--- config.mk ---
export PLATFORM = sky130hd
export DESIGN_NAME = mesh_term_injector
export DESIGN_NICKNAME = d
export VERILOG_FILES = /design/src/rtl/mesh_term_injector.sv
export SDC_FILE = /design/constraint.sdc
export NUM_CORES = 1
export LEC_CHECK = 0
export CELL_PAD_IN_SITES_DETAIL_PLACEMENT = 1
export CELL_PAD_IN_SITES_GLOBAL_PLACEMENT = 1
export CORE_MARGIN = 5
export CORE_UTILIZATION = 50
export DETAILED_ROUTE_END_ITERATION = 10
export PLACE_DENSITY = 0.75
export SYNTH_ARGS = -nofsm -noshare
export SYNTH_HDL_FRONTEND = slang
export SYNTH_SLANG_ARGS = --single-unit
--- constraint.sdc ---
create_clock -name clk -period 11.1 [get_ports clk]
set_input_delay 3.33 -clock clk [delete_from_list [all_inputs] [get_ports clk]]
set_output_delay 3.33 -clock clk [all_outputs]
set_load 0.05 [all_outputs]
--- src/rtl/mesh_term_injector.sv ---
// Mesh terminal injector: validates a destination, builds a router packet and
// queues it in a first-word-fall-through buffer facing the router terminal port.
module mesh_term_injector #(
  parameter int unsigned ROWS       = 4,
  parameter int unsigned COLUMNS    = 4,
  parameter int unsigned PCKG_SZ    = 32,
  parameter int unsigned FIFO_DEPTH = 16,
  parameter logic [7:0]  BDCST      = 8'hFF,
  parameter int unsigned TERM_ROW   = 0,
  parameter int unsigned TERM_COL   = 1
) (
  input  logic                          clk,
  input  logic                          reset,
  input  logic                          in_valid,
  output logic                          in_ready,
  input  logic [3:0]                    in_row,
  input  logic [3:0]                    in_col,
  input  logic                          in_bcst,
  input  logic                          in_mode,
  input  logic [PCKG_SZ-18:0]           in_payload,
  input  logic                          flush,
  output logic [PCKG_SZ-1:0]            data_out_i_in,
  output logic                          pndng_i_in,
  input  logic                          popin,
  output logic [$clog2(FIFO_DEPTH):0]   occupancy,
  output logic [15:0]                   sent_cnt,
  output logic [15:0]                   drop_cnt,
  output logic                          pop_err
);

  localparam int unsigned AW = $clog2(FIFO_DEPTH);
  localparam int unsigned CW = AW + 1;

  localparam logic [CW-1:0] DEPTH_CNT = CW'(FIFO_DEPTH);
  localparam logic [3:0]    ROW_MAX   = 4'(ROWS);
  localparam logic [3:0]    COL_MAX   = 4'(COLUMNS);
  localparam logic [3:0]    ROW_LAST  = 4'(ROWS + 1);
  localparam logic [3:0]    COL_LAST  = 4'(COLUMNS + 1);
  localparam logic [3:0]    SELF_ROW  = 4'(TERM_ROW);
  localparam logic [3:0]    SELF_COL  = 4'(TERM_COL);

  logic [PCKG_SZ-1:0] mem [FIFO_DEPTH];
  logic [AW-1:0]      wr_ptr;
  logic [AW-1:0]      rd_ptr;
  logic [CW-1:0]      count;
  logic               alive;

  logic               row_edge;
  logic               col_edge;
  logic               row_inner;
  logic               col_inner;
  logic               is_self;
  logic               dest_ok;
  logic [7:0]         addr_field;
  logic [PCKG_SZ-1:0] pkt;
  logic               full;
  logic               empty;
  logic               hshake;
  logic               push;
  logic               pop;
  logic               drop_ev;

  // Destination must sit on the outer terminal ring (corners excluded) and not be us
  always_comb begin
    row_edge  = (in_row == 4'd0) || (in_row == ROW_LAST);
    col_edge  = (in_col == 4'd0) || (in_col == COL_LAST);
    row_inner = (in_row >= 4'd1) && (in_row <= ROW_MAX);
    col_inner = (in_col >= 4'd1) && (in_col <= COL_MAX);
    is_self   = (in_row == SELF_ROW) && (in_col == SELF_COL);
    dest_ok   = in_bcst || (((row_edge && col_inner) || (col_edge && row_inner)) && !is_self);
  end

  // Packet: next-jump (zero), {row,col} or broadcast id, mode, payload
  always_comb begin
    addr_field = in_bcst ? BDCST : {in_row, in_col};
    pkt        = {8'h00, addr_field, in_mode, in_payload};
  end

  always_comb begin
    full     = (count == DEPTH_CNT);
    empty    = (count == '0);
    in_ready = alive && !full && !flush;
    hshake   = in_valid && in_ready;
    push     = hshake && dest_ok;
    drop_ev  = hshake && !dest_ok;
    pop      = popin && !empty && !flush;
  end

  always_comb begin
    pndng_i_in    = !empty;
    data_out_i_in = empty ? '0 : mem[rd_ptr];
    occupancy     = count;
  end

  // Storage carries no reset; the empty mask hides stale entries
  always_ff @(posedge clk) begin
    if (push) begin
      mem[wr_ptr] <= pkt;
    end
  end

  always_ff @(posedge clk or negedge reset) begin
    if (!reset) begin
      wr_ptr <= '0;
      rd_ptr <= '0;
      count  <= '0;
      alive  <= 1'b0;
    end else begin
      alive <= 1'b1;
      if (flush) begin
        wr_ptr <= '0;
        rd_ptr <= '0;
        count  <= '0;
      end else begin
        if (push) begin
          wr_ptr <= wr_ptr + AW'(1);
        end
        if (pop) begin
          rd_ptr <= rd_ptr + AW'(1);
        end
        case ({push, pop})
          2'b10:   count <= count + CW'(1);
          2'b01:   count <= count - CW'(1);
          default: count <= count;
        endcase
      end
    end
  end

  // Saturating statistics and sticky underflow flag survive a flush
  always_ff @(posedge clk or negedge reset) begin
    if (!reset) begin
      sent_cnt <= '0;
      drop_cnt <= '0;
      pop_err  <= 1'b0;
    end else begin
      if (pop && (sent_cnt != 16'hFFFF)) begin
        sent_cnt <= sent_cnt + 16'd1;
      end
      if (drop_ev && (drop_cnt != 16'hFFFF)) begin
        drop_cnt <= drop_cnt + 16'd1;
      end
      if (popin && empty) begin
        pop_err <= 1'b1;
      end
    end
  end

endmodule

==> reports/results.ini, run 1 <==
[synth]
synthFlopType = edfxtp_1
synth_stat.cells = 1022
ys_sh_mux = 0.119
synth.distinct_cells = 54
common_cells = 384 x edfxtp_1, 97 x mux2i_1, 73 x nor2_1, 51 x nand2_1, 48 x mux4_2
top_cell = edfxtp_1
postSynthAreaPerCell_sq_um = 17.0
ys_sh_adder = 0.00648

[global_route]
use_met3 = 0.0369
busiest_layer = met2
grt_start_max_net_pins = 96
globalRouteOverflowTotal = 0

[finish]
syn_to_final_growth_pct = 16.5
final_cell_mix = 384 x edfxtp_1, 97 x mux2i_1, 92 x clkdlybuf4s50_1, 69 x nor2_1, 50 x nand2_1
nClkBuffers = 55
ff_latch_area_sq_mm = 0.0127
layout-drive-gt1-share = 0.144
comb_share = 0.221
mi_logic_area_sq_mm = 0.00448
inv_count = 13

[routing]
avgViaCountPerCell = 5.88
ant_nets = 0
drt_pass1_iterations = 5
drt-met1-wl_um = 17400

[sta]
post-route-period-util = 0.783
timing.fmax_mhz = 115
skew_ps = 18.7
fin_setup_tns_ps = 0
setup_viol = 0
drv_slew = 0

[floorplan]
io_pins = 102
row_count = 68
die_w_um = 196
fp_util = 0.505

[power]
swShare = 0.304
power_frac_seq = 0.438

[cts]
cts-root-buf = clkbuf_16
cts.path.max_buffers = 3
hold_buffers = 0
cts_setup_buffers = 0

[critical_path]
r2r-start = occupancy[0]
crit_top_cell = clkdlybuf4s50_1
critical-path-max-stage-delay_ps = 830

[outcome]
outcome = complete, no violations

[flow_run]
drv_cap = 0

[placement]
place_area_sq_mm = 0.0189

[run 1: power groups by stage]
stage	sequential, mW	clock, mW	combinational, mW
finish	1.86	1.41	0.967
global route	1.86	1.52	1.02
CTS	1.86	1.43	0.977
detailed placement	1.89	0	0.970
global placement	1.89	0	0.958
floorplan	1.92	0	0.605
[run 1: flip-flops by register name (all words and copies together), names as in the netlist]
name and cells:
mem 384, sent_cnt 16, drop_cnt 16, occupancy 5
alive 1, pop_err 1, wr_ptr 4, rd_ptr 4
[run 1: how the worst min path moves through the flow]
stage | start | endpoint | cells after the start
global placement | pop_err | pop_err | 1
CTS | pop_err | pop_err | 1
detailed placement | pop_err | pop_err | 1
floorplan | wr_ptr[1] | wr_ptr[1] | 2
finish | pop_err | pop_err | 1
global route | pop_err | pop_err | 1
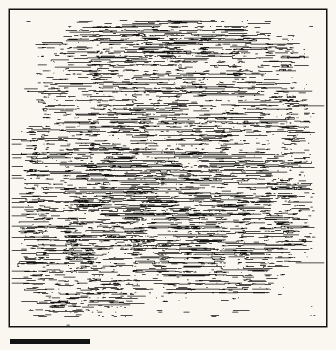
*The metal 1 layer, run 1*
Bar = 50 um.
- longest straight run: 67.6 um
- share of all routed wire: 43%
final wirelength: 40,700 um
GR Util met1: 0.289
DR vias: 9,533

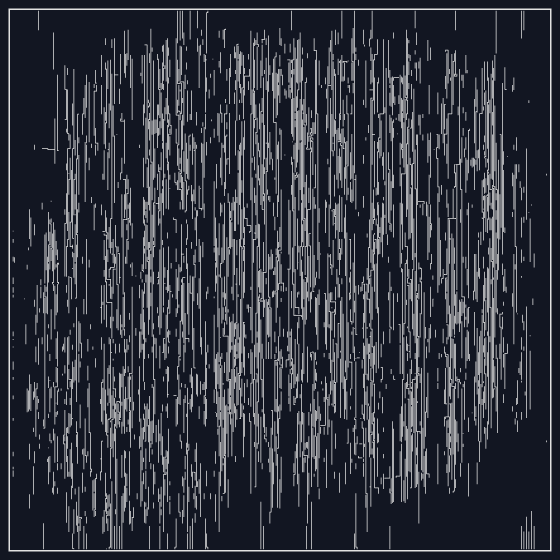
*M2 wires, run 1*
- main direction: vertical
- wire length on this layer: 20.6 mm
- nets with wire on the layer: 1,063
grt met2 use: 0.363

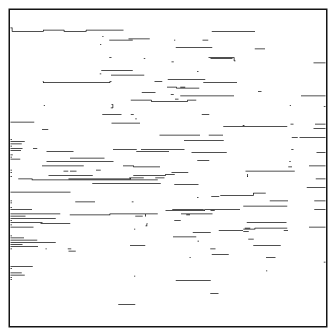
*M3 wires, run 1*
- wire length on this layer: 1,990 um
- longest straight run: 78.0 um
- share of all routed wire: 4.9%

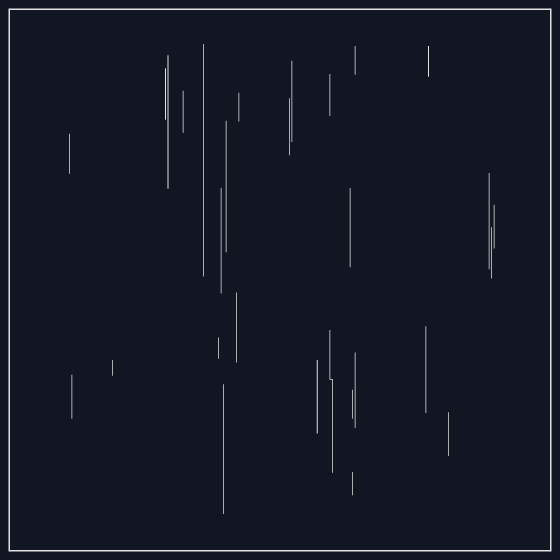
*The metal 4 layer, run 1*
- main direction: vertical
- wire length on this layer: 731 um
- share of all routed wire: 1.8%
- nets with wire on the layer: 15
- longest straight run: 84.3 um

==> run 2: changes to the inputs <==
--- a/config.mk
+++ b/config.mk
@@ -8,9 +8,9 @@
 export CELL_PAD_IN_SITES_DETAIL_PLACEMENT = 1
 export CELL_PAD_IN_SITES_GLOBAL_PLACEMENT = 1
 export CORE_MARGIN = 5
-export CORE_UTILIZATION = 50
+export CORE_UTILIZATION = 46
 export DETAILED_ROUTE_END_ITERATION = 10
-export PLACE_DENSITY = 0.75
+export PLACE_DENSITY = 0.73
 export SYNTH_ARGS = -nofsm -noshare
 export SYNTH_HDL_FRONTEND = slang
 export SYNTH_SLANG_ARGS = --single-unit
==> constraint.sdc (replaced) <==
create_clock -name clk -period 7.8 [get_ports clk]
set_input_delay 2.34 -clock clk [delete_from_list [all_inputs] [get_ports clk]]
set_output_delay 2.34 -clock clk [all_outputs]
set_load 0.05 [all_outputs]
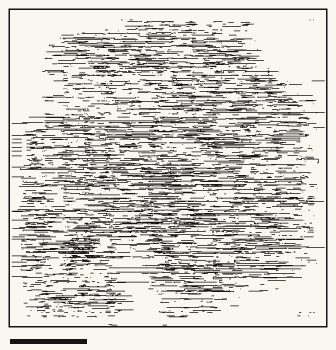
*The metal 1 layer, run 2*
Bar = 50 um.
- wire length on this layer: 17,800 um
- nets with wire on the layer: 1,115
- share of all routed wire: 42%
- longest straight run: 76.8 um
- main direction: horizontal

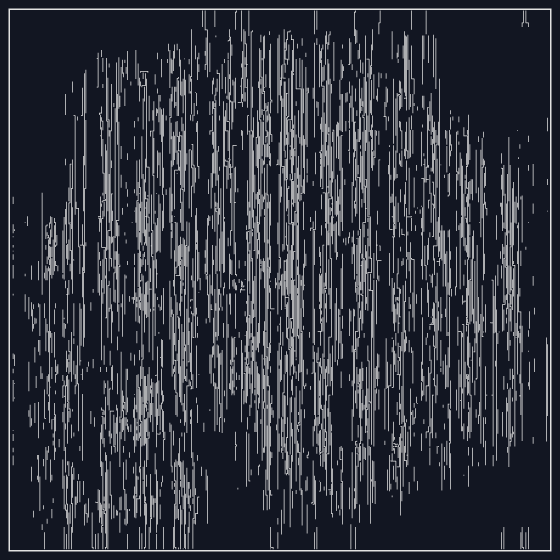
*M2 wires, run 2*
- main direction: vertical
- share of all routed wire: 51%
- longest straight run: 68.5 um
- nets with wire on the layer: 1,064
final wirelength: 41,900 um
DR vias: 9,677
grt met2 use: 0.345

==> run 2 against run 1 <==
Net effect:
- core utilization fell by 4.5 points
- design area rose by 0.56%
- total power rose by 42%
- combinational power rose by 45%
- routed wire length rose by 2.9%
- global-route usage fell by 0.92 points
- clock-buffer cell count rose by 2
- non-clock buffer count rose by 8
- worst hold slack got worse by 1.4 ps
- cell count rose by 4.2%
- synthesized cell count did not move
- critical path type unchanged
- critical endpoint unchanged
- largest power group unchanged
==> reports/results.ini, run 2 <==
[critical_path]
crit_top_cell = clkdlybuf4s50_1
cp-endpoint = in_ready
r2r-start = occupancy[0]
crit_path_max_fanout = 15
critical-path-max-stage-delay_ps = 830  ; about the same
start_kind = input port
crit_required_ps = 5460
worstSetupPathDepth = 4
cp_slowest_cell = clkdlybuf4s50_1

[finish]
final_cell_mix = 384 x edfxtp_1, 97 x mux2i_1, 92 x clkdlybuf4s50_1, 69 x nor2_1, 50 x nand2_1
layout-drive-gt1-share = 0.150  ; +0.00617
fin_nets = 1181
largest_reg_flops = 384  ; unchanged
syn_to_final_growth_pct = 17.2
lay_top_count = edfxtp_1
top_regs = mem: 384 flops, drop_cnt: 16 flops, sent_cnt: 16 flops
top_register = mem

[sta]
drv_slew = 0  ; unchanged
setup_viol = 0  ; unchanged
timing.fmax_mhz = 149
post-route-period-util = 0.861
skew_ps = 17.9  ; -0.873 ps
fin_setup_tns_ps = 0  ; unchanged

[floorplan]
fp_util = 0.464  ; -0.0408
row_count = 71  ; +4.4%
die_w_um = 204  ; +4.0%
io_pins = 102  ; unchanged
die_h_um = 204

[routing]
avgViaCountPerCell = 5.73  ; -2.6%
drc_errors = 0
wl_met3_um = 2180
drt_pass1_iterations = 4  ; -1
ant_nets = 0  ; unchanged
drt-met1-wl_um = 17800  ; +2.0%
top_layer_used = met4

[power]
leakagePower_nw = 6.50
comb_power_share = 0.232
pg_seq_mw = 2.64  ; +42%
p_sw_mw = 1.87
clock_power_mw = 2.00  ; +42%
power_frac_seq = 0.437  ; about the same
p_comb_mw = 1.40  ; +45%
swShare = 0.309  ; +0.00536
power_leader = registers

[global_route]
grt_util_met1 = 0.277  ; -0.0124
globalRouteOverflowTotal = 0  ; unchanged
busiest_layer = met2
use_met3 = 0.0343  ; -0.00265
grt_start_max_net_pins = 52  ; -46%
grt_pass1_vias = 10415

[synth]
xor_share = 0.0220
synth.distinct_cells = 54  ; unchanged
synthFlopType = edfxtp_1
synthArstFlopShare = 0.109
postSynthAreaPerCell_sq_um = 17.0  ; unchanged
ys_sh_mux = 0.119  ; unchanged
synth_stat.cells = 1022  ; unchanged
ys_sh_adder = 0.00648  ; unchanged
top_cell = edfxtp_1
synth_cells = 1022
common_cells = 384 x edfxtp_1, 97 x mux2i_1, 73 x nor2_1, 51 x nand2_1, 48 x mux4_2

[placement]
hpwl_um = 24300
dp.cells = 1606
gp_congestion = 0.789

[hold_path]
hp-start = pop_err
hp-class = reg -> reg
min_to = pop_err
holdPathStages = 1  ; unchanged

[cts]
ctsResizeCount = 0
clk_latency_ps = 560
cts_buffers = 45
cts.path.max_buffers = 3  ; unchanged
hold_buffers = 0  ; unchanged
cts_setup_buffers = 0  ; unchanged
cts.clk_slew.worst_paths_ps = 60
cts-root-buf = clkbuf_16
cts_tree = built

[flow_run]
drv_cap = 0  ; unchanged

[outcome]
outcome = complete, no violations

==> run 2: per-stage QoR <==
step	utilization	instance area, sq um	setup WS [ps]	total power, mW
global route	0.544	20400	967	6.27
CTS	0.544	20400	1090	6.10
floorplan	-	17400	1750	3.60
finish	0.544	20400	1080	6.04
detailed placement	0.507	19000	1090	4.09
global placement	0.507	19000	1110	4.07
==> run 2: area by class of cell <==
cell class	count	area, sq um
clock buffer	57	1190
clock inverter	26	184
fill	3496	17100
inverter	13	48.8
multi-input combinational	530	4450
sequential	431	12700
tap	511	639
timing repair buffer	121	1150
==> run 3: changes to the inputs <==
--- a/config.mk
+++ b/config.mk
@@ -9,6 +9,7 @@
 export CELL_PAD_IN_SITES_GLOBAL_PLACEMENT = 1
 export CORE_MARGIN = 5
 export CORE_UTILIZATION = 46
+export CTS_CLUSTER_DIAMETER = 200
 export DETAILED_ROUTE_END_ITERATION = 10
 export PLACE_DENSITY = 0.73
 export SYNTH_ARGS = -nofsm -noshare
==> constraint.sdc (replaced) <==
create_clock -name clk -period 7.8 [get_ports clk]
set_input_delay 1.56 -clock clk [delete_from_list [all_inputs] [get_ports clk]]
set_output_delay 1.56 -clock clk [all_outputs]
set_load 0.05 [all_outputs]
==> run 3 against run 2 <==
Net effect:
- routed wire length fell by 0.76%
- via count shrank 1.1%
- die area did not move
- critical path depth rose by 5
- sequential power is essentially flat
- sequential share of layout area barely moved
- critical path type is now reg -> out
- critical endpoint is now data_out_i_in[13]
==> reports/results.ini, run 3 <==
[outcome]
outcome = complete, no violations

[synth]
synthFlopType = edfxtp_1
synth.distinct_cells = 54  ; unchanged
synth_cells = 1022  ; unchanged
ys_sh_adder = 0.00648  ; unchanged
xor_share = 0.0220  ; unchanged
postSynthAreaPerCell_sq_um = 17.0  ; unchanged
synthArstFlopShare = 0.109  ; unchanged
common_cells = 384 x edfxtp_1, 97 x mux2i_1, 73 x nor2_1, 51 x nand2_1, 48 x mux4_2
top_cell = edfxtp_1

[critical_path]
cp_slowest_cell = clkdlybuf4s50_1
r2r-start = occupancy[0]
worstSetupPathDepth = 9  ; +5
crit_required_ps = 6240  ; +780 ps
start_kind = flip-flop
cp-endpoint = data_out_i_in[13]

[routing]
top_layer_used = met4
drc_errors = 0  ; unchanged
drt_pass1_iterations = 5  ; +1
avgViaCountPerCell = 5.69  ; -0.67%

[finish]
final_cell_mix = 384 x edfxtp_1, 97 x mux2i_1, 92 x clkdlybuf4s50_1, 69 x nor2_1, 50 x nand2_1
syn_to_final_growth_pct = 17.2  ; about the same
final_cell_area_sq_mm = 0.0204  ; about the same
top_regs = mem: 384 flops, drop_cnt: 16 flops, sent_cnt: 16 flops
layout-drive-gt1-share = 0.141  ; -0.00935
largest_reg_flops = 384  ; unchanged

[global_route]
grt_start_max_net_pins = 52  ; unchanged
grt_util_met1 = 0.271  ; -0.00635
busiest_layer = met2
globalRouteOverflowTotal = 0  ; unchanged

[cts]
cts.clk_slew.worst_paths_ps = 60  ; about the same
cts_tree = built
cts_buffers = 44  ; -2.2%
ctsResizeCount = 0  ; unchanged
cts.path.max_buffers = 3  ; unchanged
cts_setup_buffers = 0  ; unchanged
clk_latency_ps = 560  ; about the same

[power]
p_sw_mw = 1.84  ; -1.4%
power_leader = registers
comb_power_share = 0.231  ; about the same
swShare = 0.303  ; -0.00677
power_frac_seq = 0.435  ; -0.002
p_comb_mw = 1.40  ; about the same
fin_total_pwr_mw = 6.08  ; +0.78%
clock_power_mw = 2.04  ; +2%

[placement]
gp_congestion = 0.768  ; -2.7%
hpwl_um = 24200  ; -0.42%
place_area_sq_mm = 0.0190  ; about the same

[sta]
setup_viol = 0  ; unchanged
timing.fmax_mhz = 170  ; +14%
skew_ps = 11.5  ; -6.31 ps
drv_slew = 0  ; unchanged

[hold_path]
min_to = pop_err
hp-start = pop_err
holdPathStages = 1  ; unchanged
hp-class = reg -> reg

[floorplan]
row_count = 71  ; unchanged
fp_util = 0.464  ; unchanged
core_sq_mm = 0.0375

[flow_run]
drv_cap = 0  ; unchanged

## run 3: cell counts after synthesis
No cell type changed its count.
## run 3: through the flow
stage | utilization | setup WS, ps | cells
2_1_floorplan | - | 2530 | 1029
3_3_place_gp | 0.507 | 2630 | 1604
3_5_place_dp | 0.507 | 2510 | 1604
4_1_cts | 0.543 | 1950 | 1681
5_1_grt | 0.544 | 1850 | 1682
6_report | 0.544 | 1920 | 1682
## run 3: layout make-up
cell class | count | area [sq um]
sequential | 431 | 12700
clock inverter | 18 | 185
timing repair buffer | 120 | 1150
clock buffer | 59 | 1190
fill | 3500 | 17100
multi-input combinational | 530 | 4450
tap | 511 | 639
inverter | 13 | 48.8
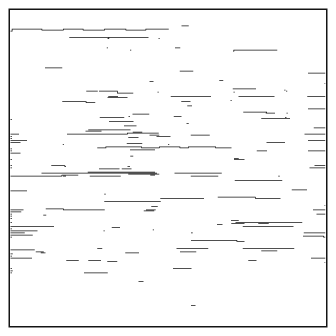
*M3 wires, run 3*
- main direction: horizontal
- nets with wire on the layer: 100
- wire length on this layer: 1,830 um
- share of all routed wire: 4.4%
- longest straight run: 74.5 um
final wirelength: 41,600 um
DR vias: 9,572

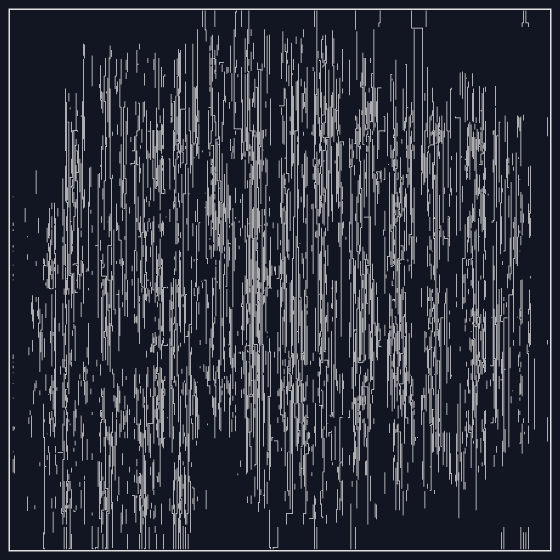
*M2 wires, run 3*
- wire length on this layer: 21.3 mm
- nets with wire on the layer: 1,076
- share of all routed wire: 51%
- longest straight run: 96.2 um
grt met2 use: 0.347

Power and IR drop assume default switching activity.
